## src/rtl/arbiter8_rr_pkg.sv

```systemverilog
// Shared definitions for the 8-way arbiter: FSM encoding, default tenure limit
// and a one-hot helper.
package arbiter8_rr_pkg;

  typedef enum logic {
    StArb = 1'b0,
    StOwn = 1'b1
  } arb_state_e;

  localparam int unsigned DefaultMaxHold = 15;

  function automatic logic [7:0] onehot8(input logic [2:0] id);
    onehot8 = 8'b1 << id;
  endfunction

endpackage

```

## src/rtl/rr_pick8.sv

```systemverilog
// Combinational winner selection: fixed priority (index 7 highest) or
// round-robin searching upward from last_id + 1 with wrap-around.
module rr_pick8 (
  input  logic [7:0] req,
  input  logic       mode,
  input  logic [2:0] last_id,
  output logic [2:0] winner,
  output logic       any_req
);

  logic [2:0] idx;

  always_comb begin
    winner  = '0;
    any_req = |req;
    idx     = '0;
    if (!mode) begin
      for (int i = 0; i < 8; i++) begin
        if (req[i]) winner = 3'(i);
      end
    end else begin
      // Walk offsets far-to-near so the nearest asserted requester wins last.
      for (int off = 8; off >= 1; off--) begin
        idx = last_id + 3'(off);
        if (req[idx]) winner = idx;
      end
    end
  end

endmodule

```

## src/rtl/arbiter8_rr.sv

```systemverilog
// 8-requester arbiter with fixed-priority / round-robin selection, registered
// one-hot grant and a bounded tenure that forces release after MAX_HOLD cycles.
module arbiter8_rr
  import arbiter8_rr_pkg::*;
#(
  parameter int unsigned MAX_HOLD = DefaultMaxHold
) (
  input  logic       clk,
  input  logic       rst,
  input  logic [7:0] req,
  input  logic       mode,
  output logic [7:0] grant,
  output logic [2:0] grant_id,
  output logic       grant_valid,
  output logic       idle,
  output logic       timeout
);

  localparam logic [3:0] HoldLast = 4'(MAX_HOLD - 1);

  arb_state_e state;
  logic [3:0] hold_cnt;
  logic [2:0] last_id;
  logic [2:0] winner;
  logic       any_req;

  rr_pick8 u_pick (
    .req     (req),
    .mode    (mode),
    .last_id (last_id),
    .winner  (winner),
    .any_req (any_req)
  );

  assign idle = (req == 8'h00) && !grant_valid;

  always_ff @(posedge clk or posedge rst) begin
    if (rst) begin
      state       <= StArb;
      grant       <= '0;
      grant_id    <= '0;
      grant_valid <= 1'b0;
      timeout     <= 1'b0;
      hold_cnt    <= '0;
      last_id     <= 3'd7;
    end else begin
      unique case (state)
        StArb: begin
          timeout <= 1'b0;
          if (any_req) begin
            grant       <= onehot8(winner);
            grant_id    <= winner;
            grant_valid <= 1'b1;
            hold_cnt    <= '0;
            last_id     <= winner;
            state       <= StOwn;
          end else begin
            grant       <= '0;
            grant_valid <= 1'b0;
          end
        end
        StOwn: begin
          if (!req[grant_id]) begin
            grant       <= '0;
            grant_valid <= 1'b0;
            timeout     <= 1'b0;
            state       <= StArb;
          end else if (hold_cnt == HoldLast) begin
            // Grantee still requesting at its limit: forced release.
            grant       <= '0;
            grant_valid <= 1'b0;
            timeout     <= 1'b1;
            state       <= StArb;
          end else begin
            timeout  <= 1'b0;
            hold_cnt <= hold_cnt + 4'd1;
          end
        end
        default: state <= StArb;
      endcase
    end
  end

endmodule

```

## config.mk

```make
export PLATFORM = sky130hd
export DESIGN_NAME = arbiter8_rr
export DESIGN_NICKNAME = d
export VERILOG_FILES = /design/src/rtl/arbiter8_rr_pkg.sv /design/src/rtl/rr_pick8.sv /design/src/rtl/arbiter8_rr.sv
export SDC_FILE = /design/constraint.sdc
export NUM_CORES = 1
export LEC_CHECK = 0
export ABC_AREA = 1
export CAP_MARGIN = 10
export CORE_MARGIN = 2
export CORE_UTILIZATION = 59
export DETAILED_ROUTE_END_ITERATION = 8
export PLACE_DENSITY = 0.86
export SYNTH_ARGS = -nofsm -noshare
export SYNTH_HDL_FRONTEND = slang
export SYNTH_SLANG_ARGS = --single-unit
```

## constraint.sdc

```tcl
create_clock -name clk -period 3.6 [get_ports clk]
set_input_delay 1.08 -clock clk [delete_from_list [all_inputs] [get_ports clk]]
set_output_delay 1.08 -clock clk [all_outputs]
set_load 0.02 [all_outputs]
```

Run 1, pin map:
Scale bar: 20 um. Pins as bars across the die edge, other pins in grey.
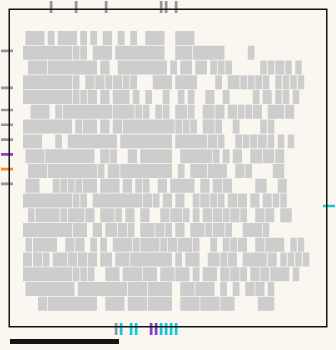
cyan -> `req`  # pins 8, direction input, edge 7 bottom, 1 right
purple -> `grant_id`  # pins 3, direction output, edge 2 bottom, 1 left
orange -> `grant_valid`  # pins 1, direction output, edge left
all pins by edge = 10 bottom, 8 left, 6 top, 1 right

Run 1, selected gate families:
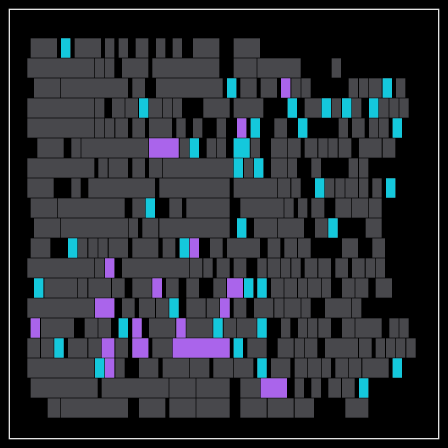
cyan -> inv cells  # cells 35, most used inv_1
purple -> nor cells  # cells 17, most used nor2_1

==> results_dict.tcl, run 1 <==
# place-and-route summary
set metrics [dict create \
    data_required_time_at_the_worst_endpoint_ps 2520 \
    common_cells "sky130_fd_sc_hd__nand2_1 (80), sky130_fd_sc_hd__nand3_1 (41), sky130_fd_sc_hd__inv_1 (26), sky130_fd_sc_hd__dfrtp_1 (18), sky130_fd_sc_hd__a21oi_1 (14)" \
    yosys_warnings 0 \
    fp_util_pct 62.3 \
    final_nets 309 \
    lay_top_count "sky130_fd_sc_hd__nand2_1" \
    topRoutingLayerUsed "met4" \
    worstReg2RegEnd "grant[0]" \
    cts_setup_buffers 1 \
    worst_hold_path.endpoint "grant[6]" \
    synth_seq_share_pct 30.5 \
    clock_tree.root_cell "sky130_fd_sc_hd__clkbuf_4" \
    grt_start_max_net_pins 22 \
    crit_path_end_kind "output pin" \
    finalMaxSlewViolations 0 \
    timing.hold.worst.start "grant[6]" \
    setup.worst_path.class "in2out" \
    synthMostInstantiatedCell "sky130_fd_sc_hd__nand2_1" \
    cp-start-kind "input port" \
    met3_usage_pct 2.90 \
    route.met2.wl_um 2030 \
    antenna_violations_before_repair 0 \
    timing.critical_path.buf_inv 4 \
    ys_cells 257 \
    worst_hold_slack_ps 487 \
    placementRows 19 \
    yosysUniqueCellTypes 31 \
    max-clock-path-buffers 2 \
    worstHoldPathCells 2 \
    placed_cells_incl_taps 319 \
    critical_path.cell_chain "clkdlybuf4s50_1, nor3_2, inv_2, nor4_4, inv_1, nor2_1, buf_4" \
    path_clk_slew_ps 110 \
    grt_use_met1_pct 32.3 \
    synthesis.instances 257 \
    post-place-ws_ps -513 \
    chip_area_um2 3390 \
    slowest_delay_ps 430 \
    critical-path-top-delay-family "buffers and inverters" \
    gr-total-overflow 0 \
    antenna_left 0 \
    max_freq_mhz 297 \
    grt.busiest_layer "met2" \
    totalNegativeSetupSlack_ps 0 \
    drt_pre_antenna_iters 4 \
    worst-r2r-cell-count 15 \
    cts-hold-fix-buffers 0 \
    critical_path_cell_count 7 \
    cts_tree "done" \
    drt-met1-wl_um 1700 \
    numPortBuffers 24 \
    worstReg2RegStart "last_id[0]" \
    post_drt_wl_per_cell_um 12.4 \
    post_synthesis_average_cell_area_um2 6.74 \
    first_global_vias 1643 \
    drt_wl_total_um 4030 \
    grt_use_met2_pct 47.6 \
    die_h_um 58.2 \
    warning_count 28 \
    drtIter0Drc 61 \
    met3WireLength_um 172 \
    status "complete, no violations" \
    synth_top_area_share_pct 26.0 \
    yosys-top-cells-area "sky130_fd_sc_hd__dfrtp_1 (26%), sky130_fd_sc_hd__nand2_1 (17%), sky130_fd_sc_hd__nand3_1 (12%)" \
    grt_first_pass_wirelength_um 7010 \
    floorplan.die.width_um 58.2 \
    timing.final.setup_violations 0 \
    core_box_area_um2 2780 \
    placed_cell_area_um2 2050 \
    setup_slack_ps 228 \
]
Run 1, close-up of the layout:
Scale bar: 5 um. Region (19, 31) to (39, 51) um. Cells in grey, sequential cells in the stronger grey; small squares are vias.
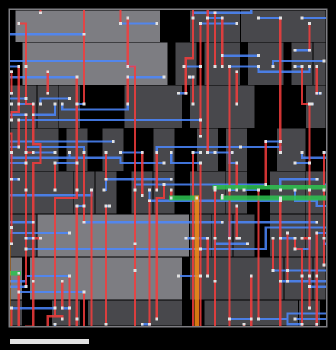
red -> metal 2
orange -> metal 4
green -> metal 3
blue -> metal 1
most frequent = nand2_1 (14), inv_1 (6)
netlist names of flops here include = `grant` (2), `last_id` (2)
sequential cells in the window = 4
cells with their middle in the window = 47

Run 1, clock routing:
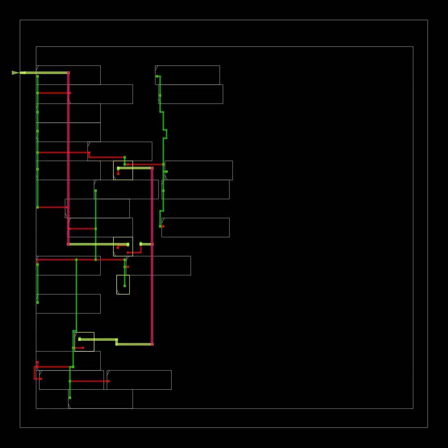
Worst-Skew Late Latency: 310 ps
TritonCTS buffer count: 3
layout sequential cell count: 21
clk sink count: 21
count of clock buffers in the final design: 3

## run 1: area by class of cell
cell class / count / area [um2]
Sequential cell: 21 / 529
Inverter: 35 / 134
Fill cell: 212 / 674
Clock buffer: 3 / 22.5
Tap cell: 31 / 38.8
Timing Repair Buffer: 36 / 333
Multi-Input combinational cell: 197 / 1040
Clock inverter: 1 / 5.00
## run 1: registers in the layout, indices dropped and copies added, names as in the netlist
name and cells:
state 1, hold_cnt 4, grant 8, grant_id 3, timeout 1, last_id 3, grant_valid 1
## run 1: cells by family (layout without fill, tap and decap cells)
group	after synthesis	after routing	share of synthesized area, %
xor gates and xnor gates	4	4	2.89
adders and majority gates	4	4	2.89
and+or+nand+nor	155	155	41.5
buffers and inverters	39	75	10.1
AOI/OAI and AO/OA	34	34	12.1
DFF	21	21	30.5
Run 1, wire density map:
12 x 12 tiles, from white (low) to dark blue (high), scaled to the fullest tile. Values are wire area over tile area, all layers added.
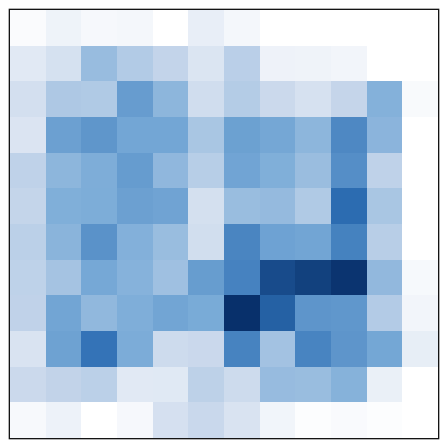

==> run 2, diff against run 1 <==
--- a/config.mk
+++ b/config.mk
@@ -11,6 +11,7 @@
 export CORE_UTILIZATION = 59
 export DETAILED_ROUTE_END_ITERATION = 8
 export PLACE_DENSITY = 0.86
+export REMOVE_ABC_BUFFERS = 1
 export SYNTH_ARGS = -nofsm -noshare
 export SYNTH_HDL_FRONTEND = slang
 export SYNTH_SLANG_ARGS = --single-unit
Run 2, wire density map:
12 x 12 tiles, from white (low) to dark blue (high), scaled to the fullest tile. Values are wire area over tile area, all layers added.
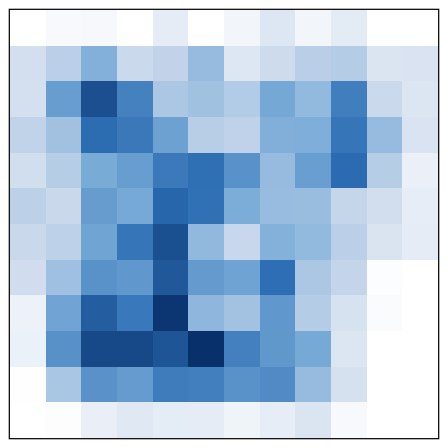
emptiest ninth of the die = bottom right
mean over tiles = 0.20
tiles over half the peak = 33%
fullest tile = 0.55
densest ninth of the die = middle
nearly empty tiles = 12%

Run 2, close-up of the layout:
Scale bar: 5 um. Region (19, 31) to (39, 51) um. Cells in grey, sequential cells in the stronger grey; small squares are vias.
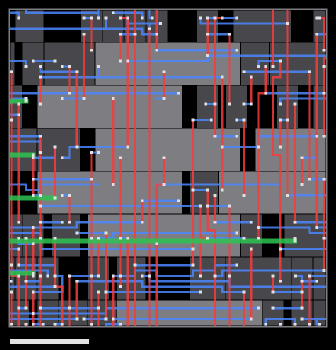

==> run 2 against run 1 <==
  * Register-to-register slack got worse by 40 ps
  * Maximum frequency decreased by 2.2%
  * Cell count fell by 0.31%
  * Sequential share of layout area increased by 0.21 points
  * Worst hold slack gained 10 ps
  * Critical endpoint unchanged
==> results_dict.tcl, run 2 <==
# place-and-route summary
set metrics [dict create \
    worstHoldPathCells 2 \
    largest_register_ff_count 8 \
    ys_top_logic_family "simple AND/OR/NAND/NOR gates" \
    placed_cells_incl_taps 319 \
    drt-met1-wl_um 1880 \
    floorplan.die.width_um 58.2 \
    drt_wl_total_um 4120 \
    finalMaxSlewViolations 0 \
    seq_area_share_pct 25.3 \
    post-place-ws_ps -411 \
    tap_cells 31 \
    fa_ha_area_share_pct 2.89 \
    yosysUniqueCellTypes 31 \
    crit_path_end_kind "output pin" \
    lay_top_count "sky130_fd_sc_hd__nand2_1" \
    grt_first_pass_wirelength_um 7070 \
    core_box_area_um2 2780 \
    synth-xor-area-share_pct 2.89 \
    non_clock_buffer_count 35 \
    topRoutingLayerUsed "met4" \
    antenna_violations_before_repair 0 \
    yosys_warnings 0 \
    yosys-top-cells-area "sky130_fd_sc_hd__dfrtp_1 (26%), sky130_fd_sc_hd__nand2_1 (17%), sky130_fd_sc_hd__nand3_1 (12%)" \
    numPortBuffers 24 \
    final-comb-area_um2 1040 \
    status "complete, no violations" \
    seqCellArea_um2 529 \
    placed_cell_area_um2 2050 \
    die_h_um 58.2 \
    synth_seq_share_pct 30.5 \
    setup_slack_ps 151 \
    cts-hold-fix-buffers 0 \
    flops 21 \
    post_synthesis_average_cell_area_um2 6.74 \
]
-- run 2: worst max-delay path by stage --
| stage | endpoint | slack [ps] | cells after the start |
|---|---|---|---|
| 5_1_grt | idle | 30 | 9 |
| 3_5_place_dp | idle | -410 | 9 |
| 6_report | idle | 150 | 9 |
| 3_3_place_gp | idle | -380 | 9 |
| 2_1_floorplan | idle | 520 | 7 |
| 4_1_cts | idle | 30 | 9 |
-- run 2: metal layers --
layer  vias to the layer above  GRT usage [%]
met3                         6           4.91
met4                         0           5.65
met2                        68           44.5
met1                       800           37.2
met5                         -              0
li1                        896              -
-- run 2: critical path: cells and delay by family --
kind | cells | cell delay, ps
AND/OR/NAND/NOR | 4 | 510
buffers and inverters | 5 | 780
Run 2, selected gate families:
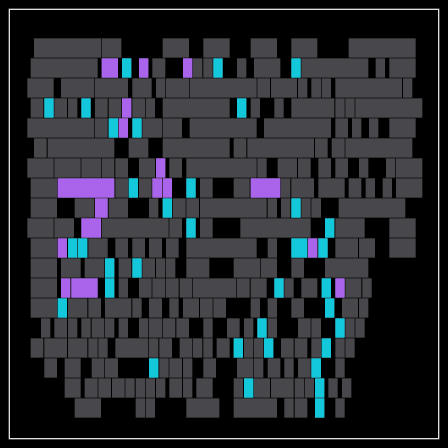

==> run 3, diff against run 2 <==
--- a/config.mk
+++ b/config.mk
@@ -7,10 +7,13 @@
 export LEC_CHECK = 0
 export ABC_AREA = 1
 export CAP_MARGIN = 10
+export CELL_PAD_IN_SITES_DETAIL_PLACEMENT = 0
+export CELL_PAD_IN_SITES_GLOBAL_PLACEMENT = 2
 export CORE_MARGIN = 2
-export CORE_UTILIZATION = 59
+export CORE_UTILIZATION = 32
 export DETAILED_ROUTE_END_ITERATION = 8
-export PLACE_DENSITY = 0.86
+export GPL_ROUTABILITY_DRIVEN = 0
+export PLACE_DENSITY_LB_ADDON = 0.1
 export REMOVE_ABC_BUFFERS = 1
 export SYNTH_ARGS = -nofsm -noshare
 export SYNTH_HDL_FRONTEND = slang
Run 3, selected gate families:
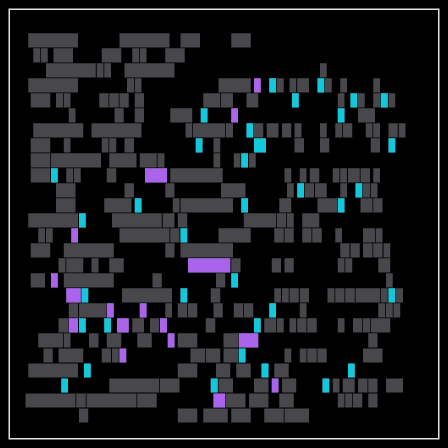
fin cells: 364
most numerous logic cell after layout: sky130_fd_sc_hd__nand2_1
combinational share of cell area: 47.9%

==> run 3 against run 2 <==
  * Register-to-register slack is essentially flat
  * Sequential share of layout area decreased by 1.1 points
  * Non-clock buffer count rose by 2
  * Die size up 78%
  * Cell count up 13%
  * Critical path type unchanged
==> results_dict.tcl, run 3 <==
# place-and-route summary
set metrics [dict create \
    tap_cells 70 \
    gr-total-overflow 0 \
    status "complete, no violations" \
    timing.final.setup_violations 0 \
    post-place-ws_ps -447 \
    met3WireLength_um 48 \
    yosys_warnings 0 \
    cp-start-kind "input port" \
    route.met2.wl_um 2350 \
    slowest_delay_ps 450 \
    multi_input_comb_cells 197 \
    grt_use_met2_pct 30.4 \
    synth_seq_share_pct 30.5 \
    layout_fillers 574 \
    post_drt_wl_per_cell_um 12.7 \
    setup.worst_path.class "in2out" \
    cts_tree "done" \
    met3_usage_pct 1.40 \
    totalNegativeSetupSlack_ps 0 \
    final_nets 310 \
    grt_start_max_net_pins 22 \
    placed_cells_incl_taps 359 \
    drtIter0Drc 91 \
    ys_cells 257 \
    drt-met1-wl_um 2180 \
    grt_use_met1_pct 20.8 \
    setup_slack_ps 88.6 \
    tritoncts.num_buffers 3 \
    placementRows 26 \
    nNonClkInverters 35 \
    non_clock_buffer_count 37 \
    warning_count 27 \
    synthMostInstantiatedCell "sky130_fd_sc_hd__nand2_1" \
    yosys-top-cells-area "sky130_fd_sc_hd__dfrtp_1 (26%), sky130_fd_sc_hd__nand2_1 (17%), sky130_fd_sc_hd__nand3_1 (12%)" \
    cts-hold-fix-buffers 0 \
    seq_area_share_pct 24.3 \
    worstHoldPathCells 2 \
    biggest_register "grant" \
    layout.cells.largest_class "multi-input combinational cells" \
    largest_register_ff_count 8 \
    numPortBuffers 24 \
    data_required_time_at_the_worst_endpoint_ps 2520 \
    clock_tree.root_cell "sky130_fd_sc_hd__clkbuf_8" \
    fp_util_pct 33.5 \
    count_of_clock_buffers_in_the_final_design 4 \
    floorplan.die.width_um 77.6 \
    critical_path.cell_chain "clkdlybuf4s50_1, nor3_2, inv_2, nor4_4, buf_4, inv_1, nor2_1, buf_4" \
    drt_wl_total_um 4620 \
    clock_sink_count 21 \
    chip_area_um2 6020 \
]
Run 3, pin map:
Scale bar: 20 um. Pins as bars across the die edge, other pins in grey.
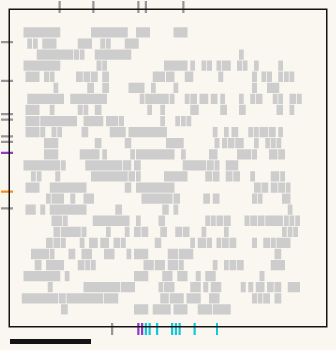
orange -> `grant_valid`  # pins 1, direction output, edge left
purple -> `grant_id`  # pins 3, direction output, edge 2 bottom, 1 left
cyan -> `req`  # pins 8, direction input, edge bottom
all pins by edge = 11 bottom, 9 left, 5 top

[run 3: repair_timing]
item / 4_1_cts / 5_1_grt
buffers inserted: 0 / 1
endpoints found under the setup margin: 1 / 1
gates resized: 5 / 5
pin swaps: 0 / 4
[run 3: worst max-delay path, delay by kind of cell]
kind	cells	cell delay (ps)
buffers and inverters	5	850
and+or+nand+nor	3	500
[run 3: path summary, 6_finish.rpt]
kind / from / end / slack, ps
max: req[7] / idle / 90
max in group asynchronous: rst / grant_id[2] / 1850
min reg2reg: grant[6] / grant[6] / 480
max reg2reg: last_id[0] / grant[2] / 830
min: grant[6] / grant[6] / 480
min in group asynchronous: rst / grant_valid / 1260
